**src/rtl/tmr_voter_ctrl.sv**
```systemverilog
// Triple-modular-redundancy voter with per-copy fault tracking.
// The voter starts in TMR mode. It retires a copy that keeps disagreeing and
// then falls back to comparing the two remaining healthy copies (SIMPLEX).
// If that pair also keeps disagreeing, it ends in FAIL, which only clr_fault
// or reset can leave. data_out is combinational; all status outputs are registered.
module tmr_voter_ctrl #(
   parameter int WIDTH          = 8,
   parameter int MISMATCH_LIMIT = 3,
   parameter int CNT_W          = 8
) (
   input  logic             clk,
   input  logic             rst,
   input  logic [WIDTH-1:0] data_a,
   input  logic [WIDTH-1:0] data_b,
   input  logic [WIDTH-1:0] data_c,
   input  logic             inj_a,
   input  logic             inj_b,
   input  logic             inj_c,
   input  logic             clr_fault,
   output logic [WIDTH-1:0] data_out,
   output logic [1:0]       mode,
   output logic [2:0]       fault_vec,
   output logic             tmr_error,
   output logic [CNT_W-1:0] err_cnt
);

   localparam int            CW      = $clog2(MISMATCH_LIMIT + 1);
   localparam logic [CW-1:0] LIM     = CW'(MISMATCH_LIMIT);
   localparam logic [CW-1:0] CNT_ONE = CW'(1);

   typedef enum logic [1:0] {
      ST_TMR     = 2'b00,
      ST_SIMPLEX = 2'b01,
      ST_FAIL    = 2'b10
   } state_t;

   state_t             state_r;
   logic [2:0]         fault_vec_r;
   logic               tmr_error_r;
   logic [CNT_W-1:0]   err_cnt_r;
   logic [CW-1:0]      cnt_a_r, cnt_b_r, cnt_c_r, pair_cnt_r;

   logic [WIDTH-1:0]   x_a_s, x_b_s, x_c_s, maj_s, h1_s, h2_s;
   logic               dis_a_s, dis_b_s, dis_c_s, pair_dis_s;
   logic               any_dis_s, multi_dis_s, disagree_s;
   logic [CW-1:0]      cnt_a_nxt_s, cnt_b_nxt_s, cnt_c_nxt_s, pair_cnt_nxt_s;
   logic               hit_a_s, hit_b_s, hit_c_s, any_hit_s, multi_hit_s, pair_hit_s;

   // Counter step that stops at the limit so a held count cannot wrap.
   function automatic logic [CW-1:0] sat_inc(input logic [CW-1:0] v);
      if (v == LIM) begin
         sat_inc = v;
      end else begin
         sat_inc = v + CNT_ONE;
      end
   endfunction

   // Majority vote, per-copy disagreement, healthy-pair selection and output mux.
   always_comb begin
      x_a_s       = inj_a ? ~data_a : data_a;
      x_b_s       = inj_b ? ~data_b : data_b;
      x_c_s       = inj_c ? ~data_c : data_c;
      maj_s       = (x_a_s & x_b_s) | (x_a_s & x_c_s) | (x_b_s & x_c_s);
      dis_a_s     = |(x_a_s ^ maj_s);
      dis_b_s     = |(x_b_s ^ maj_s);
      dis_c_s     = |(x_c_s ^ maj_s);
      any_dis_s   = dis_a_s | dis_b_s | dis_c_s;
      multi_dis_s = (dis_a_s & dis_b_s) | (dis_a_s & dis_c_s) | (dis_b_s & dis_c_s);

      // The two healthy copies, taken in A,B,C order.
      case (fault_vec_r)
         3'b001:  begin h1_s = x_b_s; h2_s = x_c_s; end
         3'b010:  begin h1_s = x_a_s; h2_s = x_c_s; end
         3'b100:  begin h1_s = x_a_s; h2_s = x_b_s; end
         default: begin h1_s = x_a_s; h2_s = x_b_s; end
      endcase
      pair_dis_s = (h1_s != h2_s);

      cnt_a_nxt_s    = dis_a_s    ? sat_inc(cnt_a_r)    : '0;
      cnt_b_nxt_s    = dis_b_s    ? sat_inc(cnt_b_r)    : '0;
      cnt_c_nxt_s    = dis_c_s    ? sat_inc(cnt_c_r)    : '0;
      pair_cnt_nxt_s = pair_dis_s ? sat_inc(pair_cnt_r) : '0;
      hit_a_s        = (cnt_a_nxt_s == LIM);
      hit_b_s        = (cnt_b_nxt_s == LIM);
      hit_c_s        = (cnt_c_nxt_s == LIM);
      pair_hit_s     = (pair_cnt_nxt_s == LIM);
      any_hit_s      = hit_a_s | hit_b_s | hit_c_s;
      multi_hit_s    = (hit_a_s & hit_b_s) | (hit_a_s & hit_c_s) | (hit_b_s & hit_c_s);

      case (state_r)
         ST_TMR:     begin data_out = maj_s; disagree_s = any_dis_s;  end
         ST_SIMPLEX: begin data_out = h1_s;  disagree_s = pair_dis_s; end
         ST_FAIL:    begin data_out = maj_s; disagree_s = any_dis_s;  end
         default:    begin data_out = maj_s; disagree_s = any_dis_s;  end
      endcase
   end

   // Mode FSM with fault flags, mismatch counters, error flag and error counter.
   always_ff @(posedge clk or negedge rst) begin
      if (!rst) begin
         state_r     <= ST_TMR;
         fault_vec_r <= 3'b000;
         tmr_error_r <= 1'b0;
         err_cnt_r   <= '0;
         cnt_a_r     <= '0;
         cnt_b_r     <= '0;
         cnt_c_r     <= '0;
         pair_cnt_r  <= '0;
      end else if (clr_fault) begin
         state_r     <= ST_TMR;
         fault_vec_r <= 3'b000;
         tmr_error_r <= 1'b0;
         err_cnt_r   <= '0;
         cnt_a_r     <= '0;
         cnt_b_r     <= '0;
         cnt_c_r     <= '0;
         pair_cnt_r  <= '0;
      end else begin
         if (disagree_s && (err_cnt_r != {CNT_W{1'b1}})) begin
            err_cnt_r <= err_cnt_r + CNT_W'(1);
         end else begin
            err_cnt_r <= err_cnt_r;
         end
         case (state_r)
            ST_TMR: begin
               tmr_error_r <= multi_dis_s;
               pair_cnt_r  <= '0;
               if (any_hit_s) begin
                  // Retire the copies that hit the limit and restart the copy counters.
                  fault_vec_r <= fault_vec_r | {hit_c_s, hit_b_s, hit_a_s};
                  state_r     <= multi_hit_s ? ST_FAIL : ST_SIMPLEX;
                  cnt_a_r     <= '0;
                  cnt_b_r     <= '0;
                  cnt_c_r     <= '0;
               end else begin
                  cnt_a_r     <= cnt_a_nxt_s;
                  cnt_b_r     <= cnt_b_nxt_s;
                  cnt_c_r     <= cnt_c_nxt_s;
               end
            end
            ST_SIMPLEX: begin
               tmr_error_r <= pair_dis_s;
               if (pair_hit_s) begin
                  state_r    <= ST_FAIL;
                  pair_cnt_r <= '0;
               end else begin
                  pair_cnt_r <= pair_cnt_nxt_s;
               end
            end
            ST_FAIL: begin
               tmr_error_r <= 1'b1;
            end
            default: begin
               state_r     <= ST_TMR;
               tmr_error_r <= 1'b0;
            end
         endcase
      end
   end

   assign mode      = state_r;
   assign fault_vec = fault_vec_r;
   assign tmr_error = tmr_error_r;
   assign err_cnt   = err_cnt_r;

endmodule

```
**config.mk**
```make
export PLATFORM = sky130hd
export DESIGN_NAME = tmr_voter_ctrl
export DESIGN_NICKNAME = d
export VERILOG_FILES = /design/src/rtl/tmr_voter_ctrl.sv
export SDC_FILE = /design/constraint.sdc
export NUM_CORES = 1
export LEC_CHECK = 0
export ABC_AREA = 0
export CAP_MARGIN = 20
export CELL_PAD_IN_SITES_DETAIL_PLACEMENT = 1
export CELL_PAD_IN_SITES_GLOBAL_PLACEMENT = 2
export CORE_MARGIN = 2
export CORE_UTILIZATION = 43
export CTS_BUF_LIST = sky130_fd_sc_hd__clkbuf_8
export DETAILED_ROUTE_END_ITERATION = 12
export DONT_BUFFER_PORTS = 1
export HOLD_SLACK_MARGIN = 0.15
export PLACE_DENSITY_LB_ADDON = 0.1
export SLEW_MARGIN = 15
export SYNTH_ARGS = -nofsm -noshare
export SYNTH_HDL_FRONTEND = slang
export SYNTH_SLANG_ARGS = --single-unit
```
**constraint.sdc**
```tcl
create_clock -name clk -period 6.34 [get_ports clk]
set_input_delay 1.268 -clock clk [delete_from_list [all_inputs] [get_ports clk]]
set_output_delay 1.268 -clock clk [all_outputs]
set_load 0.03 [all_outputs]
```
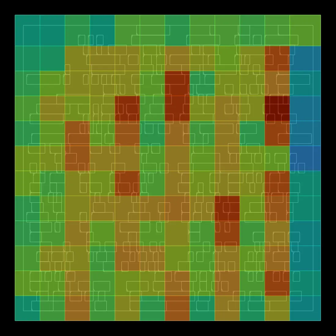
*Track usage over the die, run 1*
met1 Use GR: 30.7%
busiest grt layer: met2
routing usage on met2: 36.4%
grt met3 use: 3.74%
gr usage total: 21.8%

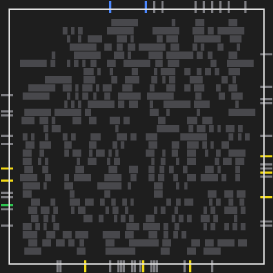
*I/O pins on the die edge, run 1*
Scale: 3 px per um. Pins as bars across the die edge, other pins in gray.
blue -> mode  # pins 2, direction output, edge top
green -> inj_a  # pins 1, direction input, edge left
yellow -> data_c  # pins 8, direction input, edge 3 right, 3 bottom, 2 left
all pins by edge = 17 bottom, 13 right, 12 left, 10 top
Die W: 84.4 um
Port Buffer Count: 0
Die Span Y: 84.4 um

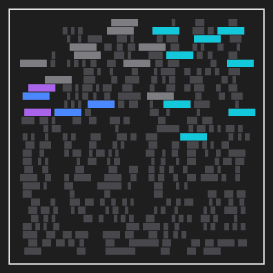
*Register map, names as in the netlist, run 1*
Scale: 3 px per um. Other sequential cells in the stronger gray, the rest of the logic in the fainter gray.
cyan -> err_cnt  # sequential cells 8, where upper right
purple -> cnt_a_r  # sequential cells 2
blue -> fault_vec  # sequential cells 3
not colored = 9

==> run 1: area by class of cell <==
type | count | area, um2 | share of cell area, %
multi-input cells | 283 | 2050 | 74.0
flip-flops and latches | 22 | 551 | 19.8
inverters | 5 | 18.8 | 0.677
well taps | 77 | 96.3 | 3.47
clock buffers | 4 | 55.1 | 1.98
==> run 1: logic make-up (layout without fill, tap and decap cells) <==
family | count (synthesis) | count (layout) | share of synthesized area [%]
flip-flops | 22 | 22 | 19.8
XOR/XNOR | 58 | 58 | 22.3
multiplexers | 15 | 15 | 6.52
AND/OR/NAND/NOR | 137 | 137 | 27.5
adder cells (fa/ha/maj) | 2 | 2 | 0.809
buffers and inverters | 20 | 9 | 6.43
AND-OR/OR-AND | 71 | 71 | 16.6
==> run 1: power groups by stage <==
| stage | registers [mW] | logic [mW] | clock network (mW) |
|---|---|---|---|
| final | 0.223 | 0.388 | 0.102 |
| after global routing | 0.230 | 0.433 | 0.113 |
| after CTS | 0.224 | 0.392 | 0.108 |
| after detailed placement | 0.226 | 0.389 | 0 |
| after global placement | 0.225 | 0.387 | 0 |
| after floorplan | 0.214 | 0.351 | 0 |
==> run 1: sequential cells by signal, summed over array words and instances (netlist names) <==
signal,flops
err_cnt,8
tmr_error,1
cnt_b_r,2
pair_cnt_r,2
cnt_a_r,2
fault_vec,3
cnt_c_r,2
mode,2
==> run 1: layer usage <==
metal | GRT usage, % | up-vias
li1 | - | 1151
met1 | 30.7 | 1131
met2 | 36.4 | 49
met3 | 3.74 | 2
met4 | 2.16 | 0
met5 | 0 | -
==> run 1: critical path: cells and delay by family (launching register included) <==
| kind | cells | cell delay (ns) |
|---|---|---|
| compound gates | 1 | 0.58 |
| simple gates | 1 | 0.80 |
| mux | 1 | 0.45 |
| flops | 1 | 0.61 |
==> flow_summary.toml, run 1 <==
# implementation run metrics
[cells_and_area]
lay_top_count = "nand2_1"
drive_gt1_share_pct = 11.8
area_delta_synth_final_pct = -0.315

[cts]
ctsLongestPathBuffers = 2
ctsResizeCount = 0
cts_tree = "built"
numCtsBuffers = 3
htree_levels = 1
clkTransAtPathRegs_ns = 0.08

[routing]
drtAntennaViolNets = 0
drt_iter0_drc = 76
viasPerCell = 5.97
routed-wl-met3_um = 371

[job]
cap_violations = 0

[logic_synthesis]
top_area_share_pct = 19.8
synth.avg_cell_area_um2 = 8.56
ys_cells = 325
most_common_cell = "nand2_1"
synth-seq-cells = 22
ys.warnings.count = 0
synth_top_cell_by_area = "dfrtp_1"
synthFlopType = "dfrtp_1"

[pwr]
p_per_area_nw_per_um2 = 257
power_switching_uw = 354
peakVddDrop_mv = 0.160

[worst_hold_path]
min_to = "pair_cnt_r[0]$_DFFE_PN0P_"

[worst_setup_path]
path_cells = "nor3b_2, mux2_2, o221ai_1"
arrival_ns = 2.70
r2r_start = "fault_vec[0]$_DFFE_PN0P_"
regToRegEndpoint = "err_cnt[4]$_DFFE_PN0P_"
crit_required_ns = 5.07
worst_setup_path_start_kind = "flop"
crit_path_end = "data_out[3]"
cp_slowest_cell = "nor3b_2"
critPathCaptureType = "output port"
cp_max_fo = 11

[sta]
hold_ws_ns = 0.494
finalSetupViolations = 0
finalWorstSetupSlack_ns = 2.37

[global_routing]
grt_pass1_vias = 2400

[placed_design]
hpwlAfterDp_um = 5770

[die]
ioPinCount = 52

[status]
run_status = "finished, final reports clean"
### Nets reached from selected ports, run 1

Scale: 4 px per um.
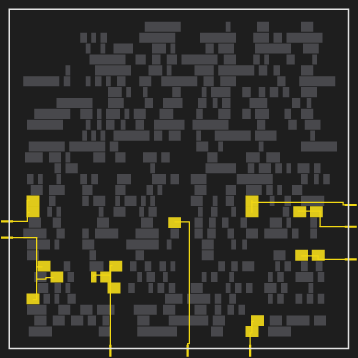

==> inputs of run 2 (changes only) <==
--- a/config.mk
+++ b/config.mk
@@ -10,7 +10,7 @@
 export CELL_PAD_IN_SITES_DETAIL_PLACEMENT = 1
 export CELL_PAD_IN_SITES_GLOBAL_PLACEMENT = 2
 export CORE_MARGIN = 2
-export CORE_UTILIZATION = 43
+export CORE_UTILIZATION = 36
 export CTS_BUF_LIST = sky130_fd_sc_hd__clkbuf_8
 export DETAILED_ROUTE_END_ITERATION = 12
 export DONT_BUFFER_PORTS = 1
==> constraint.sdc (replaced) <==
create_clock -name clk -period 3.6 [get_ports clk]
set_input_delay 0.72 -clock clk [delete_from_list [all_inputs] [get_ports clk]]
set_output_delay 0.72 -clock clk [all_outputs]
set_load 0.03 [all_outputs]
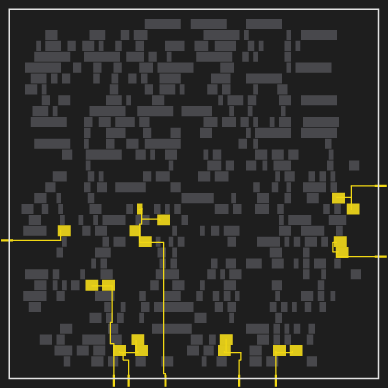
*Nets reached from selected ports, run 2*
Scale: 4 px per um.
yellow -> data_c  # direction input, end cells 18, buffers 0, wire 171 um

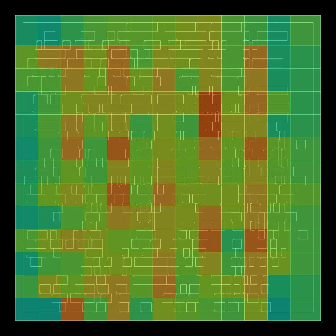
*Track usage over the die, run 2*
fin util: 38.4%
gr usage total: 18.6%
Wirelength per Cell: 17.8 um
grt met3 use: 3.12%

==> flow_summary.toml, run 2 <==
# implementation run metrics
[status]
run_status = "finished, final reports clean"

[placed_design]
io_buffers = 0

[logic_synthesis]
synth-simple-area-share_pct = 27.5
most_common_cell = "nand2_1"
adder_share_pct = 0.809
ys_cells = 325
synthXorXnorAreaFrac_pct = 22.3
synthTopLogicFamily = "simple AND/OR/NAND/NOR gates"
synthFlopType = "dfrtp_1"
synth.avg_cell_area_um2 = 8.56
synth-seq-cells = 22

[worst_setup_path]
cp_slowest_cell = "nor3b_2"
cp_max_fo = 7
path_cells = "nor3b_2, buf_4, nor2_1, a21oi_1, xnor2_1, a41oi_2, nor4_4, nor4_1, mux2_1"
regToRegEndpoint = "err_cnt[6]$_DFFE_PN0P_"

[cts]
ctsLongestPathBuffers = 2
cts_tree = "built"
clkTransAtPathRegs_ns = 0.08

[routing]
viasPerCell = 5.47
drtAntennaViolNets = 0

[cells_and_area]
drive_gt1_share_pct = 15.2
lay_top_count = "nand2_1"
area_delta_synth_final_pct = 4.95
largest_reg_flops = 8

[sta]
finalSetupViolations = 0
finalWorstSetupSlack_ns = 0.479
hold_ws_ns = 0.482

[job]
cap_violations = 0

[pwr]
p_per_area_nw_per_um2 = 458
power_switching_uw = 648
==> run 2: worst max path at each step <==
stage | end | depth (start not counted) | slack, ns | startpoint
after floorplan | err_cnt[2]$_DFFE_PN0P_ | 9 | 0.74 | inj_b
after global placement | err_cnt[6]$_DFFE_PN0P_ | 9 | 0.42 | fault_vec[0]$_DFFE_PN0P_
after detailed placement | err_cnt[6]$_DFFE_PN0P_ | 9 | 0.48 | fault_vec[0]$_DFFE_PN0P_
after CTS | err_cnt[6]$_DFFE_PN0P_ | 9 | 0.45 | fault_vec[0]$_DFFE_PN0P_
after global routing | err_cnt[3]$_DFFE_PN0P_ | 9 | 0.25 | fault_vec[0]$_DFFE_PN0P_
final | err_cnt[6]$_DFFE_PN0P_ | 9 | 0.48 | fault_vec[0]$_DFFE_PN0P_
==> run 2: area by class of cell <==
type | count | area, um2 | area share [%]
flip-flops and latches | 22 | 551 | 18.9
clock buffers | 4 | 55.1 | 1.89
inverters | 5 | 18.8 | 0.643
multi-input cells | 283 | 2050 | 70.3
repair buffers | 14 | 115 | 3.94
well taps | 102 | 128 | 4.37
==> run 2: kinds of logic (layout without fill, tap and decap cells) <==
family	count (synthesis)	count (layout)
buf+inv	20	23
mux	15	15
xor+xnor	58	58
simple gates	137	137
fa+ha+maj	2	2
compound gates	71	71
flops	22	22
==> run 2: metal layers <==
| layer | vias up | global-route usage [%] |
|---|---|---|
| li1 | 1180 | - |
| met1 | 1141 | 27.5 |
| met2 | 31 | 29.8 |
| met3 | 0 | 3.12 |
| met4 | 0 | 0.746 |
| met5 | - | 0 |
==> run 2: power groups by stage <==
stage	clock [mW]	combinational (mW)	sequential (mW)
finish	0.180	0.790	0.368
global route	0.196	0.874	0.378
CTS	0.188	0.798	0.369
detailed placement	0	0.788	0.375
global placement	0	0.784	0.373
floorplan	0	0.617	0.377
Power figures rest on the tool's default switching activity, not on a simulated workload.
